run_1/util_map.png
The bar under the picture is 50 um long. 14 x 14 tiles, from dark blue (low) to red (high), 0 to 100% covered.
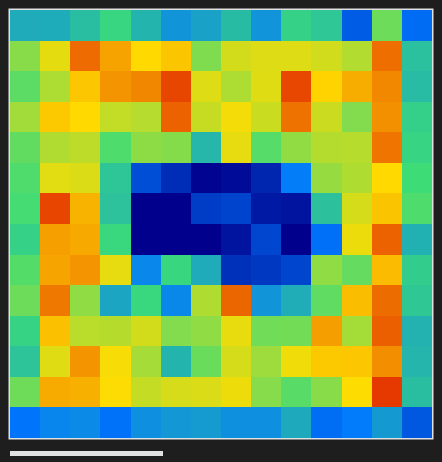
run_1/class_map.png
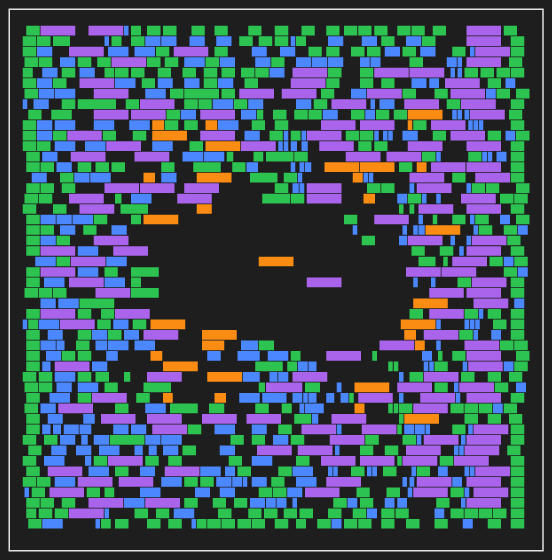
run_1/sizing.png
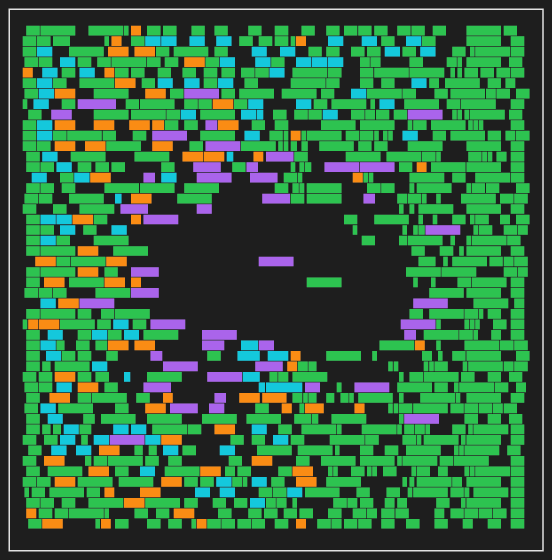
<file path="src/rtl/bus_master_arbiter.sv">
// Two-master round-robin arbiter for the shared data bus (dmem + accumulator).
// Define ARB_ERR_EN to enable per-ack unmapped-address flags and err_count.
module bus_master_arbiter #(
    parameter logic [31:0] DMEM_MASK = 32'hFFFFFF80,
    parameter logic [31:0] ACC_MASK  = 32'hFFFFFFF0,
    parameter logic [31:0] ACC_BASE  = 32'h00000200
) (
    input  logic        clk,
    input  logic        rst_n,
    input  logic        m0_req,
    input  logic [31:0] m0_addr,
    input  logic [3:0]  m0_we,
    input  logic [31:0] m0_wdata,
    input  logic        m1_req,
    input  logic [31:0] m1_addr,
    input  logic [3:0]  m1_we,
    input  logic [31:0] m1_wdata,
    output logic        m0_ack,
    output logic [31:0] m0_rdata,
    output logic        m0_err,
    output logic        m1_ack,
    output logic [31:0] m1_rdata,
    output logic        m1_err,
    output logic [7:0]  err_count,
    output logic [31:0] bus_addr,
    output logic [3:0]  bus_we,
    output logic [31:0] bus_wdata,
    output logic        enable1,
    output logic        enable2,
    input  logic [31:0] rdata_dmem,
    input  logic [31:0] rdata_acc
);

    localparam int unsigned DW = 32;

    typedef enum logic [1:0] {
        IDLE   = 2'd0,
        ACCESS = 2'd1,
        DONE   = 2'd2
    } state_t;

    state_t         state_q, state_d;
    logic           last_gnt_q;
    logic           owner_q;
    logic           grant;
    logic           gnt_id;
    logic [DW-1:0]  sel_addr;
    logic [3:0]     sel_we;
    logic [DW-1:0]  sel_wdata;
    logic           dmem_hit;
    logic           acc_hit;
    logic [DW-1:0]  rdata_mux;
    logic           unmapped;

    // State register
    always_ff @(posedge clk or negedge rst_n) begin
        if (!rst_n) state_q <= IDLE;
        else        state_q <= state_d;
    end

    // Next state and grant decision; owner's req is ignored in DONE
    always_comb begin
        state_d = state_q;
        grant   = 1'b0;
        gnt_id  = 1'b0;
        case (state_q)
            IDLE: begin
                if (m0_req || m1_req) begin
                    grant   = 1'b1;
                    gnt_id  = (m0_req && m1_req) ? ~last_gnt_q : m1_req;
                    state_d = ACCESS;
                end
            end
            ACCESS: state_d = DONE;
            DONE: begin
                if (owner_q ? m0_req : m1_req) begin
                    grant   = 1'b1;
                    gnt_id  = ~owner_q;
                    state_d = ACCESS;
                end else begin
                    state_d = IDLE;
                end
            end
            default: state_d = IDLE;
        endcase
    end

    assign sel_addr  = gnt_id ? m1_addr  : m0_addr;
    assign sel_we    = gnt_id ? m1_we    : m0_we;
    assign sel_wdata = gnt_id ? m1_wdata : m0_wdata;

    // Enables are decoded from the address being latched so they line up with ACCESS
    assign dmem_hit  = (sel_addr & DMEM_MASK) == '0;
    assign acc_hit   = (sel_addr & ACC_MASK) == ACC_BASE;

    assign rdata_mux = enable2 ? rdata_acc : (enable1 ? rdata_dmem : '0);
    assign unmapped  = !enable1 && !enable2;

    // Bus registers, enables, acks and read data
    always_ff @(posedge clk or negedge rst_n) begin
        if (!rst_n) begin
            last_gnt_q <= 1'b1;
            owner_q    <= 1'b0;
            bus_addr   <= '0;
            bus_we     <= '0;
            bus_wdata  <= '0;
            enable1    <= 1'b0;
            enable2    <= 1'b0;
            m0_ack     <= 1'b0;
            m1_ack     <= 1'b0;
            m0_rdata   <= '0;
            m1_rdata   <= '0;
        end else begin
            bus_we   <= '0;
            enable1  <= 1'b0;
            enable2  <= 1'b0;
            m0_ack   <= 1'b0;
            m1_ack   <= 1'b0;
            m0_rdata <= '0;
            m1_rdata <= '0;
            if (grant) begin
                bus_addr   <= sel_addr;
                bus_we     <= sel_we;
                bus_wdata  <= sel_wdata;
                enable1    <= dmem_hit;
                enable2    <= acc_hit;
                owner_q    <= gnt_id;
                last_gnt_q <= gnt_id;
            end
            if (state_q == ACCESS) begin
                if (owner_q) begin
                    m1_ack   <= 1'b1;
                    m1_rdata <= rdata_mux;
                end else begin
                    m0_ack   <= 1'b1;
                    m0_rdata <= rdata_mux;
                end
            end
        end
    end

`ifdef ARB_ERR_EN
    // Unmapped-access flags ride with the ack; counter saturates at all-ones
    always_ff @(posedge clk or negedge rst_n) begin
        if (!rst_n) begin
            m0_err    <= 1'b0;
            m1_err    <= 1'b0;
            err_count <= '0;
        end else begin
            m0_err <= 1'b0;
            m1_err <= 1'b0;
            if (state_q == ACCESS && unmapped) begin
                m0_err <= !owner_q;
                m1_err <= owner_q;
                if (err_count != 8'hFF) err_count <= err_count + 8'd1;
            end
        end
    end
`else
    assign m0_err    = 1'b0;
    assign m1_err    = 1'b0;
    assign err_count = 8'h00;
    logic unused_err;
    assign unused_err = unmapped;
`endif

endmodule

</file>
<file path="config.mk">
export PLATFORM = sky130hd
export DESIGN_NAME = bus_master_arbiter
export DESIGN_NICKNAME = d
export VERILOG_FILES = /design/src/rtl/bus_master_arbiter.sv
export SDC_FILE = /design/constraint.sdc
export NUM_CORES = 1
export LEC_CHECK = 0
export CAP_MARGIN = 30
export CORE_AREA = 3 3 135 137
export CTS_CLUSTER_DIAMETER = 60
export DETAILED_ROUTE_END_ITERATION = 12
export DIE_AREA = 0 0 138 140
export GPL_TIMING_DRIVEN = 0
export HOLD_SLACK_MARGIN = 0.02
export PLACE_DENSITY = 0.76
export SETUP_SLACK_MARGIN = 0.3
export SLEW_MARGIN = 20
export SYNTH_ARGS = -nofsm -noshare
export SYNTH_HDL_FRONTEND = slang
export SYNTH_SLANG_ARGS = --single-unit
</file>
<file path="constraint.sdc">
create_clock -name clk -period 2.55 [get_ports clk]
set_input_delay 0.765 -clock clk [delete_from_list [all_inputs] [get_ports clk]]
set_output_delay 0.765 -clock clk [all_outputs]
set_load 0.02 [all_outputs]
</file>
==> results.ini, run 1 <==
[synthesis]
seq_area_frac_synth_pct = 56.0
async_flop_share_pct = 100
simple_gate_share_pct = 7.66
ys_area_um2 = 6250
yosysMostFrequentCell = dfrtp_1
synth_area_um2 = 6250
xor_share_pct = 0
logic_family = multiplexers
ys_cells = 459
synthAoiAreaFrac_pct = 4.72
yosysUniqueCellTypes = 31
ys.warnings.count = 0
top_area_cell = dfrtp_1

[critical_path]
timing_worst_setup_path_type = in -> reg
cp-startpoint = m1_req
end_kind = flip-flop
cp.arrival_ns = 2.50
reg2reg_from = owner_q
critPathMostFrequentCell = buf_12
r2r_end = bus_addr[30]
reg2reg_depth = 9
critPathBufInv = 6
cp_slowest_stage_delay_ns = 0.48
cp-endpoint = bus_addr[30]

[cts]
numCtsBuffers = 17
cts_tree = yes
cts_resized = 10
cts.reportedPaths.clkPinSlew_ns = 0.06
cts_root_buf = clkbuf_16
cts.sinks = 140

[grt]
antenna_found_initial = 0
track_usage_pct = 20.2
first_global_vias = 5413
gr-usage-met2_pct = 35.9
grtUsageMet1_pct = 22.8
overflow = 0

[power]
p_leak_uw = 0.00461
finalPower_uw = 10600
vdd_drop_max_mv = 0.640
p_clk_share_pct = 21.8
p_sw_uw = 3580
power.group.top = combinational cells
comb-power_uw = 5150

[timing]
drv_slew = 0
clock.fmax_ghz = 0.453
holdWs_ns = 0.255
fin_setup_tns_ns = 0
tightestPinTransition_ns = 0.616
setup_viol = 0
slew_headroom_pct = 58.9

[cells_and_area]
area_share_clock_buf_inv_pct = 5.14
buf_share_pct = 36.6
final_common_cell = clkdlybuf4s50_1
nClkBuffers = 18
comb_area_um2 = 2490
regArea_um2 = 3500
drive_above_1_share_pct = 24.4
num-multi-input-gates = 285
dominant_cells = buffers
num-nonclk-inverters = 3
nFillCells = 1396
ff_count = 140

[route]
wl_um = 20400
topRoutingLayerUsed = met4
dr_total_vias = 5137
ant_nets = 0
wl_met1_um = 7900
routedWlPerCell_um = 18.9
met3_length_um = 1660

[place]
globalplace.congestion = 0.801
dpl.hpwl_um = 15600
place_area_um2 = 10000

[run]
warning_count = 26
drv_cap = 0

[die]
io_pins = 350

[run_status]
outcome = finished clean

[min_path]
min_path_type = in -> async

## Picture notes: util_map.png
- mean over tiles: 55%
- fullest tile: 94%
- nearly empty tiles: 3.6%
- emptiest ninth of the die: centre
Initial Util: 36.4%
core area: 17200 um^2
final core utilization: 62.9%

## Picture notes: class_map.png
- remaining logic cells: blue (cells 288)
- clock drivers and dummy loads: orange (cells 32)
- remaining buffers and delay cells: green (cells 393)
- registers: purple (cells 140)
Seq/total area: 32.4%
# rows: 48
post-route cell area: 10800 um^2

## Picture notes: sizing.png
- x3 and x4: orange (cells 75; share 8.8%)
- x6 and larger: purple (cells 44; share 5.2%)
- x1 and smaller: green (cells 645; share 76%)
- x2: cyan (cells 89; share 10%)
area grow syn2layout: 72.7%
Non-clk bufs: 393
final worst setup slack: 0.341 ns

run_1/congestion_map.png
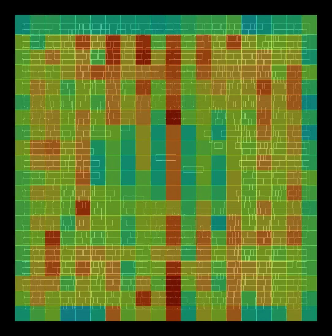

==> run 2, diff against run 1 <==
Settings changed: CAP_MARGIN 30 to 20, CORE_AREA 3 3 135 137 to 3 3 134 136, DIE_AREA 0 0 138 140 to 0 0 137 139, PLACE_DENSITY 0.76 to 0.77.
Clock period 2.55 ns to 2.8 ns, I/O delays scaled along.
run_2/congestion_map.png
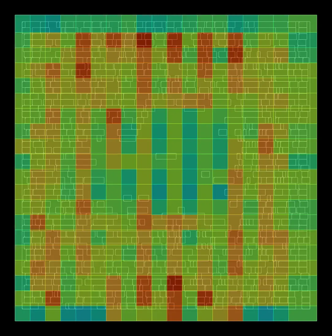
Routed WL per cell: 17.9 um
grt met1 use: 21.8%
M3 GR Usage: 8.02%

run_2/route_heat.png
The bar under the picture is 50 um long. 27 x 28 tiles, from dark blue (low) to red (high), scaled to the fullest tile. Values are wire area over tile area, all layers added.
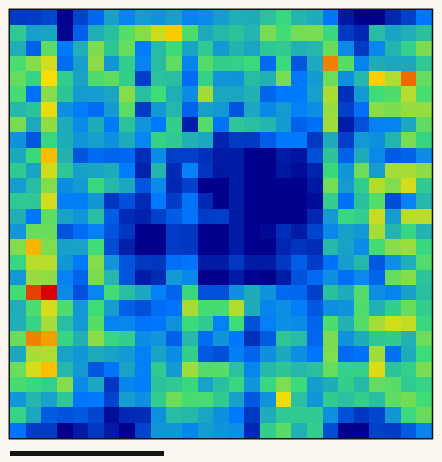
- tiles over half the peak: 19%
- nearly empty tiles: 5.7%
- fullest tile: 0.48

==> run 2 against run 1 <==
Net effect:
- largest cell class unchanged
- total power decreased by 11%
- synthesized area unchanged
- cell count down 1.3%
- clock power decreased by 5%
- synthesized cell count is the same
- non-clock buffer count decreased by 13
- final area down 2.0%
==> results.ini, run 2 <==
[power]
comb-power_uw = 4360  ; was 5150 uW
p_clk_share_pct = 23.4  ; was 21.8%
power.group.top = combinational cells  ; unchanged
p_leak_uw = 0.00448  ; was 0.00461 uW
finalPower_uw = 9450  ; was 10600 uW
p_sw_uw = 3080  ; was 3580 uW

[die]
fp-row-count = 48  ; unchanged
core_region_area_um2 = 17100  ; was 17200 um^2
die_width_um = 137  ; was 138 um
io_pins = 350  ; unchanged
initial_core_util_pct = 36.7  ; was 36.4%

[cells_and_area]
area_delta_synth_final_pct = 69.3  ; was 72.7%
fin_util_pct = 62.1  ; was 62.9%
num-multi-input-gates = 285  ; unchanged
dominant_cells = buffers  ; unchanged
comb_area_um2 = 2450  ; was 2490 um^2
ff_count = 140  ; unchanged
nClkBuffers = 18  ; unchanged
area_share_clock_buf_inv_pct = 5.49  ; was 5.14%
final_cell_area_um2 = 10600  ; was 10800 um^2
nFillCells = 1389  ; was 1396
drive_above_1_share_pct = 22.8  ; was 24.4%
final_common_cell = clkdlybuf4s50_1  ; unchanged
num-nonclk-buffers = 380  ; was 393
seq_share_pct = 33.1  ; was 32.4%
num-nonclk-inverters = 3  ; unchanged

[cts]
cts.sinks = 140  ; unchanged
cts_tree = yes  ; unchanged
numCtsBuffers = 17  ; unchanged
cts_root_buf = clkbuf_16  ; unchanged
cts.reportedPaths.clkPinSlew_ns = 0.06  ; about the same
cts_resized = 2  ; was 10

[route]
ant_nets = 0  ; unchanged
wl_met1_um = 7280  ; was 7900 um
topRoutingLayerUsed = met4  ; unchanged
met3_length_um = 1840  ; was 1660 um
dr_total_vias = 4946  ; was 5137
wl_um = 19000  ; was 20400 um

[timing]
rsz0062_at_grt = no  ; unchanged
clock.fmax_ghz = 0.416
fin_setup_tns_ns = 0  ; unchanged
drv_slew = 0  ; unchanged
tightestPinTransition_ns = 0.566  ; was 0.616 ns
fin_ws_ns = 0.399  ; was 0.341 ns
setup_viol = 0  ; unchanged
holdWs_ns = 0.372  ; was 0.255 ns
slew_headroom_pct = 62.3  ; was 58.9%

[synthesis]
synth_area_um2 = 6250  ; unchanged
xor_share_pct = 0  ; unchanged
ys_cells = 459  ; unchanged
yosysUniqueCellTypes = 31  ; unchanged
ys.warnings.count = 0  ; unchanged
logic_family = multiplexers  ; unchanged
ys_area_um2 = 6250  ; unchanged
synthAoiAreaFrac_pct = 4.72  ; unchanged
ys.flops = 140  ; unchanged
simple_gate_share_pct = 7.66  ; unchanged
seq_area_frac_synth_pct = 56.0  ; unchanged
async_flop_share_pct = 100  ; unchanged

[critical_path]
critPathBufInv = 3  ; was 6
cp_slowest_stage_delay_ns = 0.47  ; was 0.48 ns
timing_worst_setup_path_type = in -> reg  ; unchanged
reg2reg_from = last_gnt_q  ; was owner_q
end_kind = flip-flop  ; unchanged
cp-endpoint = bus_addr[28]  ; was bus_addr[30]
critPathMostFrequentCell = buf_6  ; was buf_12
reg2reg_depth = 6  ; was 9

[place]
globalplace.congestion = 0.827  ; was 0.801
dpl.hpwl_um = 15200  ; was 15600 um
pre_cts_slack_ns = -0.195  ; was -0.346 ns
place_area_um2 = 10000  ; unchanged

[grt]
gr-usage-met2_pct = 34.7  ; was 35.9%
antenna_found_initial = 0  ; unchanged
first_global_vias = 5182  ; was 5413
overflow = 0  ; unchanged
track_usage_pct = 19.5  ; was 20.2%

[min_path]
min_path_type = in -> async  ; unchanged

[run_status]
outcome = finished clean  ; unchanged

[run]
warning_count = 27  ; was 26
drv_cap = 0  ; unchanged

run_2/sizing.png
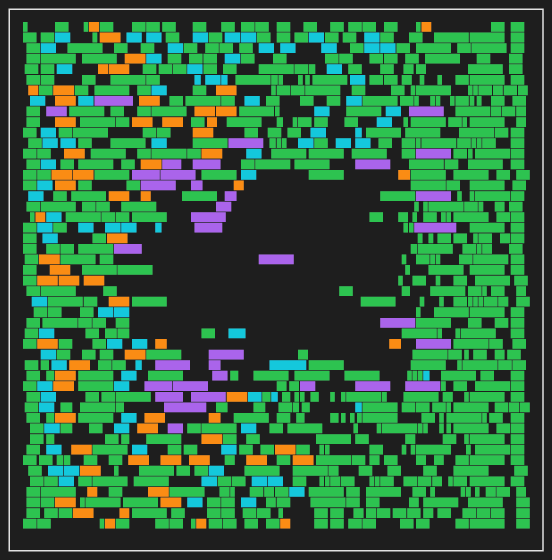

==> run 3, diff against run 2 <==
Settings changed: TNS_END_PERCENT set to 20.
run_3/sizing.png
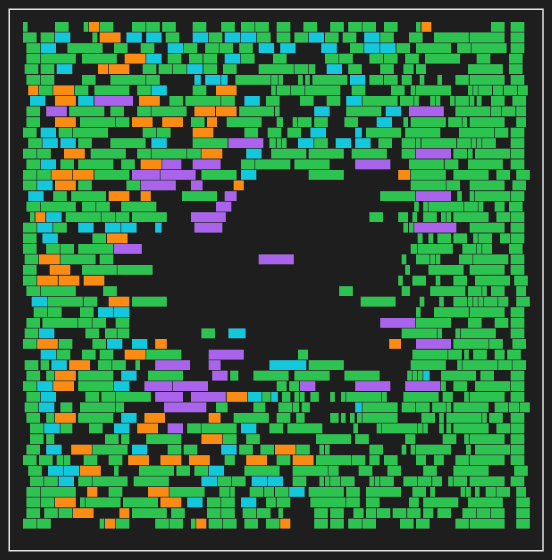
- x1 and smaller: green (cells 649; share 77%)
- x2: cyan (cells 89; share 11%)
- x3 and x4: orange (cells 66; share 7.9%)
- x6 and larger: purple (cells 35; share 4.2%)
Non-clk bufs: 380
area grow syn2layout: 69.3%

==> run 3 against run 2 <==
Net effect:
- first-iteration DRC count shrank 3.9%
- maximum frequency shrank 3.4%
- die size is the same
- hold slack gained 0.0016 ns
- total power is essentially flat
- critical path type unchanged
==> results.ini, run 3 <==
[run_status]
outcome = finished clean  ; unchanged

[critical_path]
end_kind = flip-flop  ; unchanged
cp.arrival_ns = 2.78  ; was 2.69 ns
cp_slowest_stage_delay_ns = 0.50  ; was 0.47 ns
cp-startpoint = m0_req  ; was m1_req
r2r_end = bus_addr[6]  ; was bus_addr[28]
timing_worst_setup_path_type = in -> reg  ; unchanged
cp-endpoint = bus_addr[6]  ; was bus_addr[28]

[run]
warning_count = 28  ; was 27
drv_cap = 0  ; unchanged

[cells_and_area]
drive_above_1_share_pct = 22.6  ; was 22.8%
final_common_cell = clkdlybuf4s50_1  ; unchanged
ff_count = 140  ; unchanged
dominant_cells = buffers  ; unchanged
nClkBuffers = 18  ; unchanged
regArea_um2 = 3500  ; unchanged
area_share_clock_buf_inv_pct = 5.50  ; was 5.49%
comb_area_um2 = 2450  ; unchanged
buf_share_pct = 35.4  ; about the same

[timing]
slew_headroom_pct = 62.3  ; unchanged
tightestPinTransition_ns = 0.566  ; unchanged
fin_ws_ns = 0.314  ; was 0.399 ns
holdWs_ns = 0.373  ; was 0.372 ns
setup_viol = 0  ; unchanged
clock.fmax_ghz = 0.402  ; was 0.416 GHz

[power]
power.group.top = combinational cells  ; unchanged
finalPower_uw = 9450  ; about the same
p_leak_uw = 0.00448  ; about the same
comb-power_uw = 4360  ; about the same

[cts]
numCtsBuffers = 17  ; unchanged
cts_tree = yes  ; unchanged
cts_root_buf = clkbuf_16  ; unchanged
cts.reportedPaths.clkPinSlew_ns = 0.06  ; about the same
cts_resized = 2  ; unchanged
cts.sinks = 140  ; unchanged

[route]
routedWlPerCell_um = 17.9  ; about the same

[grt]
grtUsageMet1_pct = 21.8  ; unchanged
met3_usage_pct = 8.02  ; unchanged

[place]
globalplace.congestion = 0.827  ; unchanged
pre_cts_slack_ns = -0.195  ; unchanged
place_area_um2 = 10000  ; unchanged
dpl.hpwl_um = 15200  ; unchanged

[synthesis]
xor_share_pct = 0  ; unchanged
yosysUniqueCellTypes = 31  ; unchanged
synthAoiAreaFrac_pct = 4.72  ; unchanged
simple_gate_share_pct = 7.66  ; unchanged
synth_area_um2 = 6250  ; unchanged
ys.flops = 140  ; unchanged

[die]
initial_core_util_pct = 36.7  ; unchanged
fp-row-count = 48  ; unchanged
die_width_um = 137  ; unchanged

[min_path]
min_path_type = in -> async  ; unchanged

run_3/class_map.png
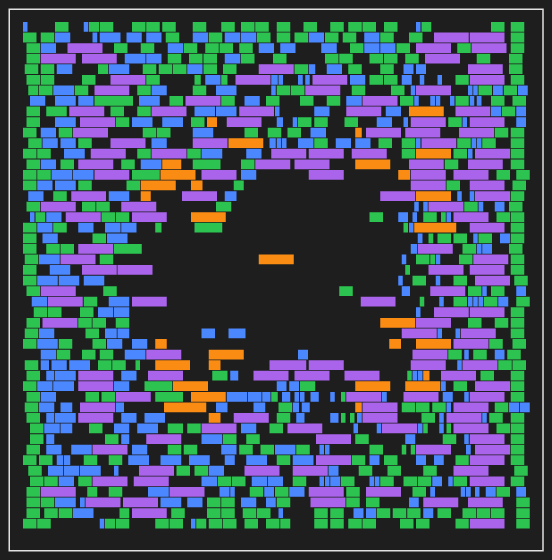
core area: 17100 um^2
Seq/total area: 33.1%
post-route cell area: 10600 um^2

Power and IR drop assume default switching activity.
